`config.mk`:
```
export PLATFORM = sky130hd
export DESIGN_NAME = mio_arbiter
export DESIGN_NICKNAME = d
export VERILOG_FILES = /design/src/rtl/mio_arbiter.sv
export SDC_FILE = /design/constraint.sdc
export NUM_CORES = 1
export LEC_CHECK = 0
export CAP_MARGIN = 20
export CORE_UTILIZATION = 42
export CTS_CLUSTER_DIAMETER = 200
export DETAILED_ROUTE_END_ITERATION = 16
export GPL_TIMING_DRIVEN = 0
export PLACE_DENSITY = 0.89
export SYNTH_ARGS = -nofsm -noshare
export SYNTH_HDL_FRONTEND = slang
export SYNTH_SLANG_ARGS = --single-unit
```
`constraint.sdc`:
```
create_clock -name clk -period 3.7 [get_ports clk]
set_input_delay 0.74 -clock clk [delete_from_list [all_inputs] [get_ports clk]]
set_output_delay 0.74 -clock clk [all_outputs]
set_load 0.1 [all_outputs]
```
`src/rtl/mio_arbiter.sv`:
```
// Two-port round-robin arbiter onto the shared MIO memory bus.
// Registers the winning request, waits for mem_ready (bounded by TIMEOUT) and pulses a per-port ack.
module mio_arbiter #(
    parameter int ADDR_W  = 32,
    parameter int DATA_W  = 32,
    parameter int TIMEOUT = 16
) (
    input  logic              clk,
    input  logic              reset_n,
    input  logic              req0,
    input  logic              req1,
    input  logic              we0,
    input  logic              we1,
    input  logic [ADDR_W-1:0] addr0,
    input  logic [ADDR_W-1:0] addr1,
    input  logic [DATA_W-1:0] wdata0,
    input  logic [DATA_W-1:0] wdata1,
    output logic              ack0,
    output logic              ack1,
    output logic              err,
    output logic [DATA_W-1:0] rdata,
    output logic              busy,
    output logic              gnt_id,
    output logic              mem_rd,
    output logic              mem_wr,
    output logic [ADDR_W-1:0] mem_addr,
    output logic [DATA_W-1:0] mem_wdata,
    input  logic [DATA_W-1:0] mem_rdata,
    input  logic              mem_ready
);

    typedef enum logic [1:0] {
        IDLE   = 2'd0,
        ACCESS = 2'd1,
        RESP   = 2'd2
    } state_e;

    // Counter value seen in the last permitted ACCESS cycle.
    localparam logic [7:0] CNT_LAST = 8'(TIMEOUT - 1);

    state_e            state_q;
    logic              prio_q;
    logic              we_q;
    logic [7:0]        cnt_q;
    logic              ack0_q, ack1_q, err_q, busy_q, gnt_q, rd_q, wr_q;
    logic [ADDR_W-1:0] addr_q;
    logic [DATA_W-1:0] wdata_q, rdata_q;

    logic any_req, win_d, win_we_d;

    assign any_req  = req0 | req1;
    // Contention goes to the preferred port; otherwise the lone requester wins.
    assign win_d    = (req0 & req1) ? prio_q : req1;
    assign win_we_d = win_d ? we1 : we0;

    always_ff @(posedge clk or negedge reset_n) begin
        if (!reset_n) begin
            state_q <= IDLE;
            prio_q  <= 1'b0;
            we_q    <= 1'b0;
            cnt_q   <= 8'd0;
            ack0_q  <= 1'b0;
            ack1_q  <= 1'b0;
            err_q   <= 1'b0;
            busy_q  <= 1'b0;
            gnt_q   <= 1'b0;
            rd_q    <= 1'b0;
            wr_q    <= 1'b0;
            addr_q  <= '0;
            wdata_q <= '0;
            rdata_q <= '0;
        end else begin
            ack0_q <= 1'b0;
            ack1_q <= 1'b0;
            case (state_q)
                IDLE: begin
                    if (any_req) begin
                        gnt_q   <= win_d;
                        we_q    <= win_we_d;
                        addr_q  <= win_d ? addr1 : addr0;
                        wdata_q <= win_d ? wdata1 : wdata0;
                        rd_q    <= !win_we_d;
                        wr_q    <= win_we_d;
                        cnt_q   <= 8'd0;
                        busy_q  <= 1'b1;
                        state_q <= ACCESS;
                    end
                end
                ACCESS: begin
                    cnt_q <= cnt_q + 8'd1;
                    if (mem_ready || cnt_q == CNT_LAST) begin
                        // mem_ready beats a coincident timeout.
                        if (mem_ready) begin
                            if (!we_q) rdata_q <= mem_rdata;
                            err_q <= 1'b0;
                        end else begin
                            rdata_q <= '0;
                            err_q   <= 1'b1;
                        end
                        rd_q    <= 1'b0;
                        wr_q    <= 1'b0;
                        ack0_q  <= !gnt_q;
                        ack1_q  <= gnt_q;
                        state_q <= RESP;
                    end
                end
                RESP: begin
                    err_q   <= 1'b0;
                    busy_q  <= 1'b0;
                    prio_q  <= !gnt_q;
                    state_q <= IDLE;
                end
                default: state_q <= IDLE;
            endcase
        end
    end

    assign ack0      = ack0_q;
    assign ack1      = ack1_q;
    assign err       = err_q;
    assign rdata     = rdata_q;
    assign busy      = busy_q;
    assign gnt_id    = gnt_q;
    assign mem_rd    = rd_q;
    assign mem_wr    = wr_q;
    assign mem_addr  = addr_q;
    assign mem_wdata = wdata_q;

endmodule

```
==> results.txt <==
flow finished, numbers: status finished clean, total cells reported by yosys after synthesis 432, via count of the first global-routing pass ~4700, clock tree from TritonCTS done, final-report hold violation count 0, cell area after synthesis 4900 um2, fraction of final layout cells sized beyond drive strength 1 0.0708, TritonCTS Buffers 17, total tool warning count 26, filler-free cell count of the finished design 877, area fraction in mux cells 0.135, post-synth tally of flip-flops with integrated enable 0, vias per inst 5.20, root buffer selected by CTS clkbuf_16, kind of capture point of the worst setup path output port, largest combinational cell category by area AND-OR/OR-AND gates, Setup WS pre-CTS 0.779 ns, top cell type's share of synthesized area 0.588, final period demand of the worst path 2.72 ns, CP startpoint kind register, Slew headroom 0.313, Synthesized registers 115, overall die area between 10000 and 15000 um2, worst setup path category reg2out, synthesized-area fraction occupied by ao, oa, aoi and oai cells 0.157, number of nets in the synthesized netlist around 600, post-route standard cell area excluding fillers roughly 8400 um2, wire length of the first global-routing pass 23100 um, final tally of setup violations 0, yosys warning tally 0, Synth-to-Final Area Change 71.1%, Antenna Cells 0, list of most frequent post-synthesis cells 115 x dfrtp_1, 77 x nand2_1, 66 x mux2i_1, 61 x o21ai_1, 32 x a22o_1, path category of the worst min-delay check in2async, number of setup buffers added after CTS 0, crit path cell chain clkdlybuf4s50_1, length of the first detailed-routing pass in iterations 4, clock tree sinks 115, die extent in x 110 um
-- layout make-up --
| cell class | count | share of cell area |
|---|---|---|
| Buffer | 31 | 0.0191 |
| Multi-Input combinational cell | 284 | 0.221 |
| Timing Repair Buffer | 270 | 0.324 |
| Clock buffer | 24 | 0.0587 |
| Sequential cell | 115 | 0.344 |
| Tap cell | 143 | 0.0214 |
| Clock inverter | 8 | 0.0119 |
| Inverter | 2 | 0.000896 |
-- cells in the final DEF (no fill, tap or decap), types with 10 or more instances in the layout --
cell | synthesis | final
a22o_1 | 32 | 32
buf_2 | 14 | 14
clkbuf_1 | 12 | 15
clkbuf_16 | 0 | 17
clkdlybuf4s50_1 | 0 | 268
dfrtp_1 | 115 | 115
mux2i_1 | 66 | 66
nand2_1 | 77 | 77
o21ai_0 | 10 | 10
o21ai_1 | 61 | 61
-- worst paths after layout --
| kind | from | endpoint | slack (ns) | cells past startpoint |
|---|---|---|---|---|
| max | gnt_id | gnt_id | 0.98 | 1 |
| min | reset_n | rdata[11] | 0.48 | 1 |
| max reg2reg | state_q[1] | state_q[0] | 1.65 | 5 |
| min reg2reg | mem_wdata[22] | mem_wdata[22] | 0.48 | 2 |
| max in group asynchronous | reset_n | mem_addr[26] | 2.47 | 2 |
| min in group clk | mem_wdata[22] | mem_wdata[22] | 0.48 | 2 |
-- sequential cells by signal (all words and copies together), names as in the netlist, 2 cells and up --
name	count
state_q	2
mem_addr	32
cnt_q	8
rdata	32
mem_wdata	32
-- routing by layer --
metal	routed length, um	part of all wire
met2	8020	0.53
met1	5560	0.36
met5	0	0
met3	1270	0.083
met4	388	0.025
-- stage by stage --
stage          utilization  setup TNS (ns)
4_1_cts              0.737               0
3_3_place_gp         0.683         -255.07
6_report             0.737               0
5_1_grt              0.737               0
3_5_place_dp         0.685               0
2_1_floorplan            -               0
**Signal wires on met1**

Drawn at 4 px/um. Supply wires on this layer in grey. Cells faint in the background.
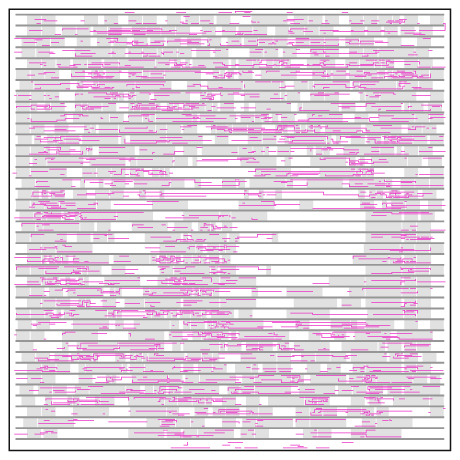
wire length on this layer: 5560 um
share of all routed wire: 37%
Global Route met1 Usage: 0.280
total detailed-routing wirelength: 15200 um
Vias: 4557

**Metal layers overlaid**

Drawn at 4 px/um. Two of the layers only.
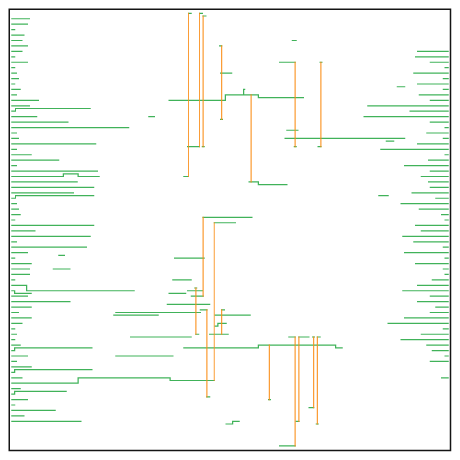
legend:
  met3:
    colour: green
    wire_length: 1270 um
  met4:
    colour: orange
    wire_length: 389 um
routed wirelength normalized by instance count: 17.4 um
total routing usage reported by global routing: 0.260

**Track usage over the die**

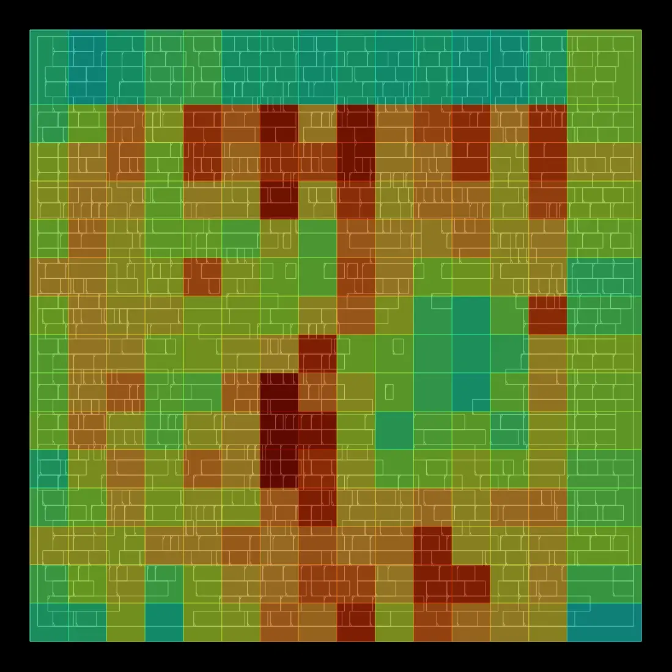
M2 GR Usage: 0.459
global routing's busiest layer: met2
final core area utilization: 0.737
GR Util met3: 0.0913

**Sequential cells coloured by netlist name**

Drawn at 4 px/um.
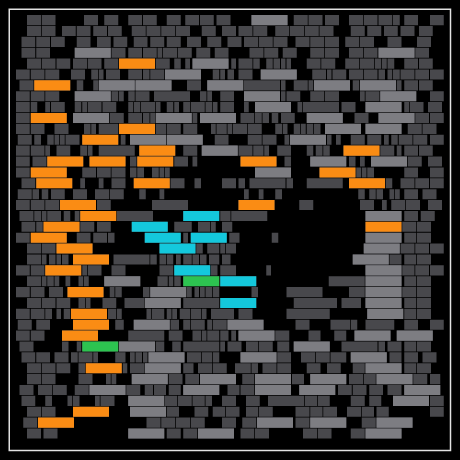
legend:
  mem_wdata:
    colour: orange
    flops: 32
  cnt_q:
    colour: cyan
    flops: 8
    where: centre
  state_q:
    colour: green
    flops: 2
not coloured: 73
combined flip-flop and latch cell area: 2880 um2
sequential cell area share: 0.344

